===== config.mk =====
export PLATFORM = sky130hd
export DESIGN_NAME = router_local_injector_flat
export DESIGN_NICKNAME = d
export VERILOG_FILES = /design/src/rtl/router_local_injector_pkg.sv /design/src/rtl/router_local_injector_if.sv /design/src/rtl/router_local_injector_fifo.sv /design/src/rtl/router_local_injector.sv /design/src/flat_wrapper.sv
export SDC_FILE = /design/constraint.sdc
export NUM_CORES = 1
export LEC_CHECK = 0
export CAP_MARGIN = 15
export CORE_MARGIN = 4
export CORE_UTILIZATION = 40
export DETAILED_ROUTE_END_ITERATION = 12
export GPL_TIMING_DRIVEN = 0
export PLACE_DENSITY = 0.64
export SYNTH_ARGS = -nofsm -noshare
export SYNTH_HDL_FRONTEND = slang
export SYNTH_SLANG_ARGS = --single-unit

===== constraint.sdc =====
create_clock -name clock -period 8.7 [get_ports clock]
set_input_delay 1.74 -clock clock [delete_from_list [all_inputs] [get_ports clock]]
set_output_delay 1.74 -clock clock [all_outputs]
set_load 0.01 [all_outputs]

===== src/rtl/router_local_injector_pkg.sv =====
// Shared router definitions: flit width default, port indices and the local
// injector state encoding.
package router_pkg;

    localparam int DEFAULT_FLIT_WIDTH = 32;
    localparam int NPORT              = 5;

    localparam int EAST  = 0;
    localparam int WEST  = 1;
    localparam int NORTH = 2;
    localparam int SOUTH = 3;
    localparam int LOCAL = 4;

    typedef enum logic [1:0] {
        IDLE    = 2'd0,
        HEADER  = 2'd1,
        SIZE    = 2'd2,
        PAYLOAD = 2'd3
    } inj_state_e;

endpackage


===== src/rtl/router_local_injector_if.sv =====
// Core-side descriptor/payload handshakes plus the credit channel toward the
// router LOCAL input. The injector uses the slave view.
interface router_local_injector_if #(
    parameter int FLIT_WIDTH = 32
);
    logic                  cmd_valid;
    logic                  cmd_ready;
    logic [FLIT_WIDTH-1:0] cmd_target;
    logic [FLIT_WIDTH-1:0] cmd_size;
    logic                  pl_valid;
    logic                  pl_ready;
    logic [FLIT_WIDTH-1:0] pl_data;
    logic                  tx;
    logic [FLIT_WIDTH-1:0] data_o;
    logic                  credit_i;

    modport master (
        output cmd_valid, cmd_target, cmd_size, pl_valid, pl_data, credit_i,
        input  cmd_ready, pl_ready, tx, data_o
    );

    modport slave (
        input  cmd_valid, cmd_target, cmd_size, pl_valid, pl_data, credit_i,
        output cmd_ready, pl_ready, tx, data_o
    );
endinterface


===== src/rtl/router_local_injector_fifo.sv =====
// Synchronous payload FIFO; head is the oldest entry and shows a pushed word
// the cycle after the push.
module flit_fifo
    import router_pkg::*;
#(
    parameter int FLIT_WIDTH = DEFAULT_FLIT_WIDTH,
    parameter int FIFO_DEPTH = 8
) (
    input  logic                  clock,
    input  logic                  reset,
    input  logic                  push,
    input  logic [FLIT_WIDTH-1:0] push_data,
    input  logic                  pop,
    output logic                  full,
    output logic                  empty,
    output logic [FLIT_WIDTH-1:0] head
);
    localparam int AW = $clog2(FIFO_DEPTH);
    localparam int CW = AW + 1;
    localparam logic [AW-1:0] PTR_ONE  = AW'(1);
    localparam logic [CW-1:0] CNT_ONE  = CW'(1);
    localparam logic [CW-1:0] CNT_FULL = CW'(FIFO_DEPTH);
    localparam logic [CW-1:0] CNT_ZERO = {CW{1'b0}};

    logic [FLIT_WIDTH-1:0] mem_q [FIFO_DEPTH];
    logic [AW-1:0] wr_ptr_q, wr_ptr_d, rd_ptr_q, rd_ptr_d;
    logic [CW-1:0] count_q, count_d;
    logic          do_push_s, do_pop_s;

    assign full      = (count_q == CNT_FULL);
    assign empty     = (count_q == CNT_ZERO);
    assign head      = mem_q[rd_ptr_q];
    assign do_push_s = push && !full;
    assign do_pop_s  = pop && !empty;

    // Pointer and occupancy next-state.
    always_comb begin
        wr_ptr_d = wr_ptr_q;
        rd_ptr_d = rd_ptr_q;
        count_d  = count_q;
        if (do_push_s) begin
            wr_ptr_d = wr_ptr_q + PTR_ONE;
        end else begin
            wr_ptr_d = wr_ptr_q;
        end
        if (do_pop_s) begin
            rd_ptr_d = rd_ptr_q + PTR_ONE;
        end else begin
            rd_ptr_d = rd_ptr_q;
        end
        case ({do_push_s, do_pop_s})
            2'b10:   count_d = count_q + CNT_ONE;
            2'b01:   count_d = count_q - CNT_ONE;
            default: count_d = count_q;
        endcase
    end

    // Pointer/occupancy registers; reset discards buffered words.
    always_ff @(posedge clock) begin
        if (reset) begin
            wr_ptr_q <= {AW{1'b0}};
            rd_ptr_q <= {AW{1'b0}};
            count_q  <= CNT_ZERO;
        end else begin
            wr_ptr_q <= wr_ptr_d;
            rd_ptr_q <= rd_ptr_d;
            count_q  <= count_d;
        end
    end

    // Storage array; contents are only meaningful while counted as occupied.
    always_ff @(posedge clock) begin
        if (do_push_s) begin
            mem_q[wr_ptr_q] <= push_data;
        end
    end

endmodule


===== src/rtl/router_local_injector.sv =====
// Local-port injector: serialises header, size and buffered payload flits
// onto the router rx channel under credit flow control.
module router_local_injector
    import router_pkg::*;
#(
    parameter int FLIT_WIDTH = DEFAULT_FLIT_WIDTH,
    parameter int FIFO_DEPTH = 8,
    parameter int CNT_WIDTH  = 16
) (
    input  logic                      clock,
    input  logic                      reset,
    router_local_injector_if.slave    io,
    output logic                      clock_tx,
    output logic                      busy,
    output logic [CNT_WIDTH-1:0]      pkt_count
);
    localparam logic [FLIT_WIDTH-1:0] FLIT_ZERO = {FLIT_WIDTH{1'b0}};
    localparam logic [FLIT_WIDTH-1:0] FLIT_ONE  = FLIT_WIDTH'(1);
    localparam logic [CNT_WIDTH-1:0]  CNT_ONE   = CNT_WIDTH'(1);

    inj_state_e            state_q, state_d;
    logic [FLIT_WIDTH-1:0] target_q, target_d, size_q, size_d;
    logic [FLIT_WIDTH-1:0] in_rem_q, in_rem_d, out_rem_q, out_rem_d;
    logic [CNT_WIDTH-1:0]  pkt_count_q, pkt_count_d;
    logic                  cmd_ready_q, cmd_ready_d;

    logic                  fifo_full_s, fifo_empty_s, fifo_pop_s;
    logic [FLIT_WIDTH-1:0] fifo_head_s;
    logic                  tx_s, pl_ready_s, cmd_fire_s, pl_fire_s, xfer_s;
    logic [FLIT_WIDTH-1:0] data_s;

    flit_fifo #(
        .FLIT_WIDTH (FLIT_WIDTH),
        .FIFO_DEPTH (FIFO_DEPTH)
    ) u_fifo (
        .clock     (clock),
        .reset     (reset),
        .push      (pl_fire_s),
        .push_data (io.pl_data),
        .pop       (fifo_pop_s),
        .full      (fifo_full_s),
        .empty     (fifo_empty_s),
        .head      (fifo_head_s)
    );

    // Intake depends on registered state only, never on credit_i.
    assign pl_ready_s  = (in_rem_q != FLIT_ZERO) && !fifo_full_s;
    assign cmd_fire_s  = io.cmd_valid && cmd_ready_q;
    assign pl_fire_s   = io.pl_valid && pl_ready_s;
    assign xfer_s      = tx_s && io.credit_i;
    assign fifo_pop_s  = xfer_s && (state_q == PAYLOAD);
    assign cmd_ready_d = (state_d == IDLE);

    assign io.cmd_ready = cmd_ready_q;
    assign io.pl_ready  = pl_ready_s;
    assign io.tx        = tx_s;
    assign io.data_o    = data_s;
    assign clock_tx     = clock;
    assign busy         = (state_q != IDLE);
    assign pkt_count    = pkt_count_q;

    // Channel output decode from the current state and FIFO head.
    always_comb begin
        tx_s   = 1'b0;
        data_s = FLIT_ZERO;
        case (state_q)
            IDLE: begin
                tx_s   = 1'b0;
                data_s = FLIT_ZERO;
            end
            HEADER: begin
                tx_s   = 1'b1;
                data_s = target_q;
            end
            SIZE: begin
                tx_s   = 1'b1;
                data_s = size_q;
            end
            PAYLOAD: begin
                tx_s   = !fifo_empty_s;
                data_s = fifo_empty_s ? FLIT_ZERO : fifo_head_s;
            end
            default: begin
                tx_s   = 1'b0;
                data_s = FLIT_ZERO;
            end
        endcase
    end

    // Payload words still to be taken from the core for this packet.
    always_comb begin
        in_rem_d = in_rem_q;
        if (cmd_fire_s) begin
            in_rem_d = io.cmd_size;
        end else if (pl_fire_s) begin
            in_rem_d = in_rem_q - FLIT_ONE;
        end else begin
            in_rem_d = in_rem_q;
        end
    end

    // Packet sequencing and completion counting.
    always_comb begin
        state_d     = state_q;
        target_d    = target_q;
        size_d      = size_q;
        out_rem_d   = out_rem_q;
        pkt_count_d = pkt_count_q;
        case (state_q)
            IDLE: begin
                if (cmd_fire_s) begin
                    state_d  = HEADER;
                    target_d = io.cmd_target;
                    size_d   = io.cmd_size;
                end else begin
                    state_d = IDLE;
                end
            end
            HEADER: begin
                if (xfer_s) begin
                    state_d = SIZE;
                end else begin
                    state_d = HEADER;
                end
            end
            SIZE: begin
                if (xfer_s && (size_q == FLIT_ZERO)) begin
                    state_d     = IDLE;
                    pkt_count_d = pkt_count_q + CNT_ONE;
                end else if (xfer_s) begin
                    state_d   = PAYLOAD;
                    out_rem_d = size_q;
                end else begin
                    state_d = SIZE;
                end
            end
            PAYLOAD: begin
                if (xfer_s && (out_rem_q == FLIT_ONE)) begin
                    state_d     = IDLE;
                    out_rem_d   = FLIT_ZERO;
                    pkt_count_d = pkt_count_q + CNT_ONE;
                end else if (xfer_s) begin
                    state_d   = PAYLOAD;
                    out_rem_d = out_rem_q - FLIT_ONE;
                end else begin
                    state_d = PAYLOAD;
                end
            end
            default: begin
                state_d = IDLE;
            end
        endcase
    end

    // Injector state registers; a reset mid-packet abandons the packet.
    always_ff @(posedge clock) begin
        if (reset) begin
            state_q     <= IDLE;
            target_q    <= FLIT_ZERO;
            size_q      <= FLIT_ZERO;
            in_rem_q    <= FLIT_ZERO;
            out_rem_q   <= FLIT_ZERO;
            pkt_count_q <= {CNT_WIDTH{1'b0}};
            cmd_ready_q <= 1'b0;
        end else begin
            state_q     <= state_d;
            target_q    <= target_d;
            size_q      <= size_d;
            in_rem_q    <= in_rem_d;
            out_rem_q   <= out_rem_d;
            pkt_count_q <= pkt_count_d;
            cmd_ready_q <= cmd_ready_d;
        end
    end

endmodule


===== src/flat_wrapper.sv =====
// flat-port wrapper written by rule: the top's interface ports become plain ports
module router_local_injector_flat import router_pkg::*;
#(
    parameter int FLIT_WIDTH = DEFAULT_FLIT_WIDTH,
    parameter int FIFO_DEPTH = 8,
    parameter int CNT_WIDTH  = 16
)
  (clock, reset, clock_tx, busy, pkt_count, io_cmd_valid, io_cmd_target, io_cmd_size, io_pl_valid, io_pl_data, io_credit_i, io_cmd_ready, io_pl_ready, io_tx, io_data_o);
  router_local_injector_if #(.FLIT_WIDTH(FLIT_WIDTH)) io_i ();
  input  logic clock;
  input  logic reset;
  output logic clock_tx;
  output logic busy;
  output logic [CNT_WIDTH-1:0] pkt_count;
  input wire logic [$bits(io_i.cmd_valid)-1:0] io_cmd_valid;
  input wire logic [$bits(io_i.cmd_target)-1:0] io_cmd_target;
  input wire logic [$bits(io_i.cmd_size)-1:0] io_cmd_size;
  input wire logic [$bits(io_i.pl_valid)-1:0] io_pl_valid;
  input wire logic [$bits(io_i.pl_data)-1:0] io_pl_data;
  input wire logic [$bits(io_i.credit_i)-1:0] io_credit_i;
  output wire logic [$bits(io_i.cmd_ready)-1:0] io_cmd_ready;
  output wire logic [$bits(io_i.pl_ready)-1:0] io_pl_ready;
  output wire logic [$bits(io_i.tx)-1:0] io_tx;
  output wire logic [$bits(io_i.data_o)-1:0] io_data_o;
  assign io_i.cmd_valid = io_cmd_valid;
  assign io_i.cmd_target = io_cmd_target;
  assign io_i.cmd_size = io_cmd_size;
  assign io_i.pl_valid = io_pl_valid;
  assign io_i.pl_data = io_pl_data;
  assign io_i.credit_i = io_credit_i;
  assign io_cmd_ready = io_i.cmd_ready;
  assign io_pl_ready = io_i.pl_ready;
  assign io_tx = io_i.tx;
  assign io_data_o = io_i.data_o;
  router_local_injector #(.FLIT_WIDTH(FLIT_WIDTH), .FIFO_DEPTH(FIFO_DEPTH), .CNT_WIDTH(CNT_WIDTH)) u_core (.clock(clock), .reset(reset), .io(io_i), .clock_tx(clock_tx), .busy(busy), .pkt_count(pkt_count));
endmodule

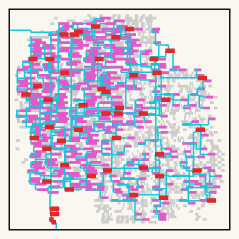
Run 1: clock wires, drivers and flops
Scale: 1 px per um.
clock drivers -> red  # count 49
flip-flops -> magenta  # count 416
clock wires -> cyan  # length 5,190 um
routed clock nets = 50
flops lie = spread over the die

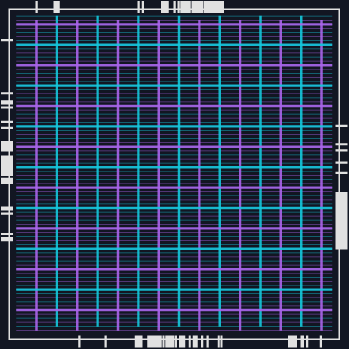
Run 1: PDN straps and rails
Scale: 1.5 px per um. Pins as bars on the die edge.
VSS -> purple
VDD -> cyan
signal pins = 154
met5 straps = 15
rows = 77
VDD IR max: 156 uV
core area: 44,100 um2
chip width: 219 um
DIE HEIGHT: 219 um

==> summary.txt, run 1 <==
run results: Hold Path Stages=2, area reported by Yosys stat=17,800 um2, Hold Slack=0.457 ns, final hold viol count=0, worst-case reg-to-reg path depth=15, Worst Setup End Kind=primary output, IO buf count=153, crit-path most repeated cell=clkbuf_16, Floorplan Nets=1,557, met2 WL=25,400 um, post-layout util=49.6%, top cells, area=edfxtp_1, dfxtp_1, mux4_2, Highest Signal Layer=met5, Worst Setup EP=clock_tx, max reg flops=256, dpl cell area=20,400 um2, share of cells above drive strength 1=11.7%, GP Congestion=0.928, hold crit path type=flip-flop to flip-flop, R2R Setup Slk=4.17 ns, relative slew slack=33.1%, Main logic family=simple AND/OR/NAND/NOR gates, number of global-route vias before repair=13,000, arrival time of the worst setup path=5.17 ns, largest area contributor in the netlist=edfxtp_1, Ys Warns=0, DRC Markers=0, Setup Crit Path Kind=clock port to primary output, number of enable flip-flop cells=256, Setup WS post-layout=1.79 ns, Main synth FF type=edfxtp_1, setup repair bufs after CTS=0, post-synthesis instance total=1,442, worst-margin pin slew=0.997 ns, final non-filler cell total=2,289, critical path fanouts, max=2, synth cell count leaders=edfxtp_1, nand2_1, dfxtp_1, pwr/cell area=205 nW/um2, GR met2 Demand/Resource=35.9%, tool warning count=34, Slowest-stage cell, CP=clkdlybuf4s50_1, count leader, synth=edfxtp_1, final tally of setup violations=0, Placement Setup Slack=2.05 ns, run status=finished, final reports clean
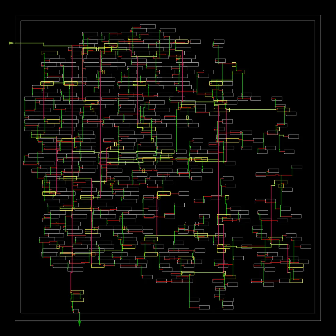
Run 1: clock nets
Flops: 416
clkbuf count: 61

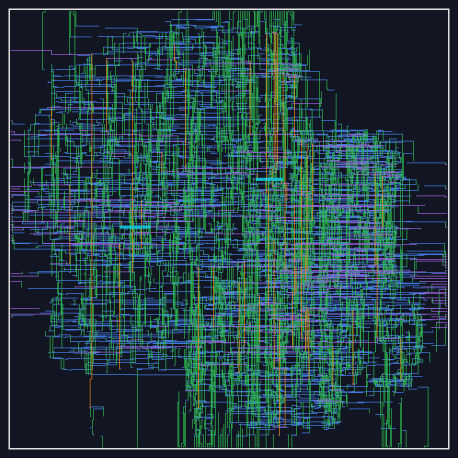
Run 1: wiring by layer
Scale: 2 px per um.
metal 2 -> green  # wire length 25.4 mm
metal 5 -> cyan  # wire length 25.8 um
metal 4 -> orange  # wire length 1,990 um
metal 1 -> blue  # wire length 22.3 mm
metal 3 -> purple  # wire length 4,220 um
total track usage: 22.3%
WL/cell: 23.6 um
WL final: 53,900 um

run 1: final cells by class:
type                            count  area, um2  share of cell area [%]
Antenna cell                        1       2.50                  0.0114
Multi-Input combinational cell    911       6540                    29.9
Sequential cell                   416      10900                    49.7
Inverter                           18       67.6                   0.309
Clock buffer                       61       1290                    5.90
Clock inverter                     20        220                    1.01
Tap cell                          592        741                    3.38
Buffer                             97        369                    1.69
Timing Repair Buffer              173       1780                    8.12
run 1: power breakdown:
| part | total (mW) | internal, mW | switching (mW) |
|---|---|---|---|
| logic | 0.333 | 0.139 | 0.193 |
| registers | 2.20 | 2.16 | 0.0470 |
| clock network | 1.94 | 1.15 | 0.797 |
| total | 4.48 | 3.44 | 1.04 |
run 1: critical path, delay by kind of cell:
family | cells | cell delay [ns]
buffers and inverters | 4 | 0.83
--- run 2 (diff from run 1) ---
clock period = 6.9 ns   (was 8.7 ns; I/O delays follow)
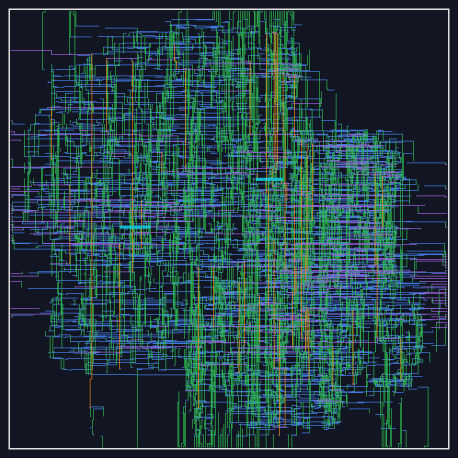
Run 2: wiring by layer
Scale: 2 px per um.
metal 1 -> blue  # wire length 22.3 mm
metal 2 -> green  # wire length 25.4 mm
metal 3 -> purple  # wire length 4,220 um
metal 4 -> orange  # wire length 1,990 um
metal 5 -> cyan  # wire length 25.8 um
via count: 13,300

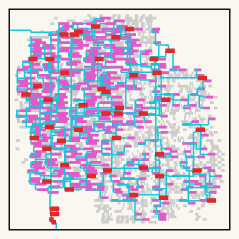
Run 2: clock wires, drivers and flops
Scale: 1 px per um.
clock wires -> cyan  # length 5,190 um
flip-flops -> magenta  # count 416
clock drivers -> red  # count 49
flops lie = spread over the die
routed clock nets = 50
power of the clock network: 2.45 mW
later-pin clock latency in the skew report: 0.70 ns

==> summary.txt, run 2 <==
run results: run status=finished, final reports clean, Worst Setup End Kind=primary output, sequential group power=2.78 mW (+26%), Setup WS post-layout=1.08 ns (-0.707 ns), Setup Crit Path Kind=flip-flop to primary output, Highest Signal Layer=met5, Largest delay share family, worst path=buffers and inverters, GR met2 Demand/Resource=35.9% (unchanged), worst-case reg-to-reg path depth=15 (unchanged), number of global-route vias before repair=13,000 (unchanged), combinational power=419 uW (+26%), internal power=4.34 mW (+26%), met2 WL=25,400 um (unchanged), setup repair bufs after CTS=0 (unchanged), largest area contributor in the netlist=edfxtp_1, Ys Warns=0 (unchanged), DRC Markers=0 (unchanged), worst-margin pin slew=0.997 ns (unchanged), post-synthesis instance total=1,442 (unchanged), total track usage=22.3% (unchanged), Logic pwr share=7.4% (about the same), tool warning count=34 (unchanged), max reg flops=256 (unchanged), Hold Slack=0.457 ns (unchanged), hold crit path type=flip-flop to flip-flop, critical path buffer and inverter count=3 (-1), Main synth FF type=edfxtp_1, clock network power share=43.4% (about the same), Worst Setup EP=io_data_o[22], Floorplan Nets=1,557 (unchanged), GP Congestion=0.928 (unchanged), Flop pwr share=49.2% (about the same), DIE HEIGHT=219 um (unchanged), WL final=53,900 um (unchanged), final non-filler cell total=2,289 (unchanged), Top Consumer=sequential cells, number of enable flip-flop cells=256 (unchanged), final hold viol count=0 (unchanged), area reported by Yosys stat=17,800 um2 (unchanged), WP depth=7 (+3), R2R Setup Slk=2.37 ns (-1.80 ns), count leader, synth=edfxtp_1, relative slew slack=33.1% (unchanged), WL/cell=23.6 um (unchanged), top cells, area=edfxtp_1, dfxtp_1, mux4_2, pwr/cell area=258 nW/um2 (+26%), Net Sw Frac=23.2% (about the same), Placement Setup Slack=1.51 ns (-0.540 ns)
run 2: cell counts after synthesis:
Identical to the previous run, type by type.
run 2: layout make-up:
class,instances,area [um2]
Clock buffer,61,1290
Buffer,97,369
Fill cell,3937,22200
Multi-Input combinational cell,911,6540
Tap cell,592,741
Antenna cell,1,2.50
Inverter,18,67.6
Clock inverter,20,220
Sequential cell,416,10900
Timing Repair Buffer,173,1780
run 2: stage by stage:
stage	instance area, um2	TNS, ns	utilization (%)
6_report	21900	0	49.6
3_3_place_gp	20100	-190.29	45.5
2_1_floorplan	17800	0	-
3_5_place_dp	20400	0	46.2
5_1_grt	21900	0	49.6
4_1_cts	21900	0	49.6
Run 2, clock nets:
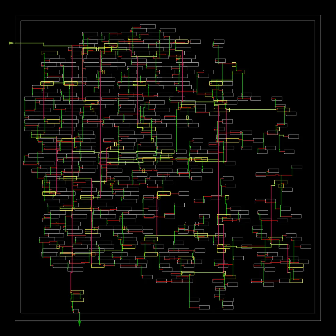

--- run 3 (diff from run 2) ---
clock period = 5.6 ns   (was 6.9 ns; I/O delays follow)
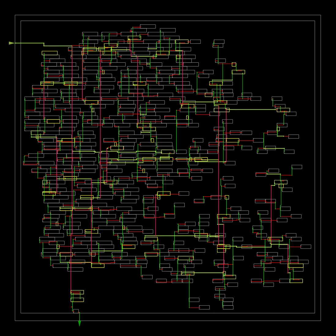
Run 3: clock nets
clock skew: 0.0289 ns
power of the clock network: 3.02 mW

==> summary.txt, run 3 <==
run results: clkbuf count=61 (unchanged), Filler cells=3,937 (unchanged), total track usage=22.3% (about the same), Floorplan Nets=1,557 (unchanged), Repair and plain buffers=270 (unchanged), Logic pwr share=7.4% (about the same), Comb/total area=29.8% (about the same), combinational power=518 uW (+24%), R2R Setup Slk=1.07 ns (-1.30 ns), area reported by Yosys stat=17,800 um2 (unchanged), via count=13,200 (-0.30%), DRC Markers=0 (unchanged), NonClk Buf Share=9.89% (+0.082 points), number of enable flip-flop cells=256 (unchanged), later-pin clock latency in the skew report=0.70 ns (about the same), Hold Slack=0.456 ns (-0.00108 ns), antenna cells=1 (unchanged), worst-case reg-to-reg path depth=15 (unchanged), run status=finished, final reports clean, max reg flops=256 (unchanged), pwr/cell area=318 nW/um2 (+23%), tapcell count=592 (unchanged), DIE HEIGHT=219 um (unchanged), final non-filler cell total=2,289 (unchanged), inverter count=18 (unchanged), final hold viol count=0 (unchanged), number of global-route vias before repair=13,000 (+0.0077%), Main synth FF type=edfxtp_1, GP Congestion=0.928 (unchanged), worst r2r src=u_core.in_rem_q[0]$_SDFFE_PP0P_, internal power=5.35 mW (+23%), setup TNS=0 ns (unchanged), sequential cell area share=49.7% (about the same), Flop pwr share=49.2% (about the same), relative slew slack=35.3% (+2.1 points), post-synthesis instance total=1,442 (unchanged), top cells, area=edfxtp_1, dfxtp_1, mux4_2, Worst Setup End Kind=primary output, sequential group power=3.42 mW (+23%), tool warning count=34 (unchanged), Post-Layout Inst Area=21,900 um2 (about the same), largest area contributor in the netlist=edfxtp_1, hold crit path type=flip-flop to flip-flop, Ys Warns=0 (unchanged), worst-margin pin slew=0.965 ns (-0.0320 ns), WL/cell=23.6 um (about the same)
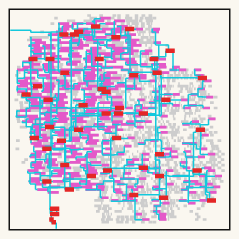
Run 3: clock wires, drivers and flops
Scale: 1 px per um.
clock wires -> cyan  # length 5,230 um
flip-flops -> magenta  # count 416
clock drivers -> red  # count 49
flops lie = spread over the die
clock network power share: 43.4%

==> run 3: critical path: stages, from the launching register on <==
cell             delay (ns)
dfxtp_1                0.31
clkbuf_1               0.56
clkdlybuf4s15_2        0.58
mux4_2                 0.56
mux2_2                 0.30
a222oi_1               0.61
nor2_1                 0.09
clkdlybuf4s50_1        0.50
==> run 3: metal layers <==
layer / GRT usage, % / up-vias / routed length [um]
met4: 8.97 / 6 / 2000
li1: - / 5976 / -
met5: 0 / - / 39
met1: 29.2 / 6608 / 22200
met2: 35.9 / 534 / 25400
met3: 5.40 / 114 / 4330
==> run 3: logic make-up after synthesis <==
logic type,after synthesis
buf+inv,115
xor+xnor,39
mux,101
fa+ha+maj,14
flops,416
compound gates,277
simple gates,480
Power is estimated from default activity; no workload was simulated.
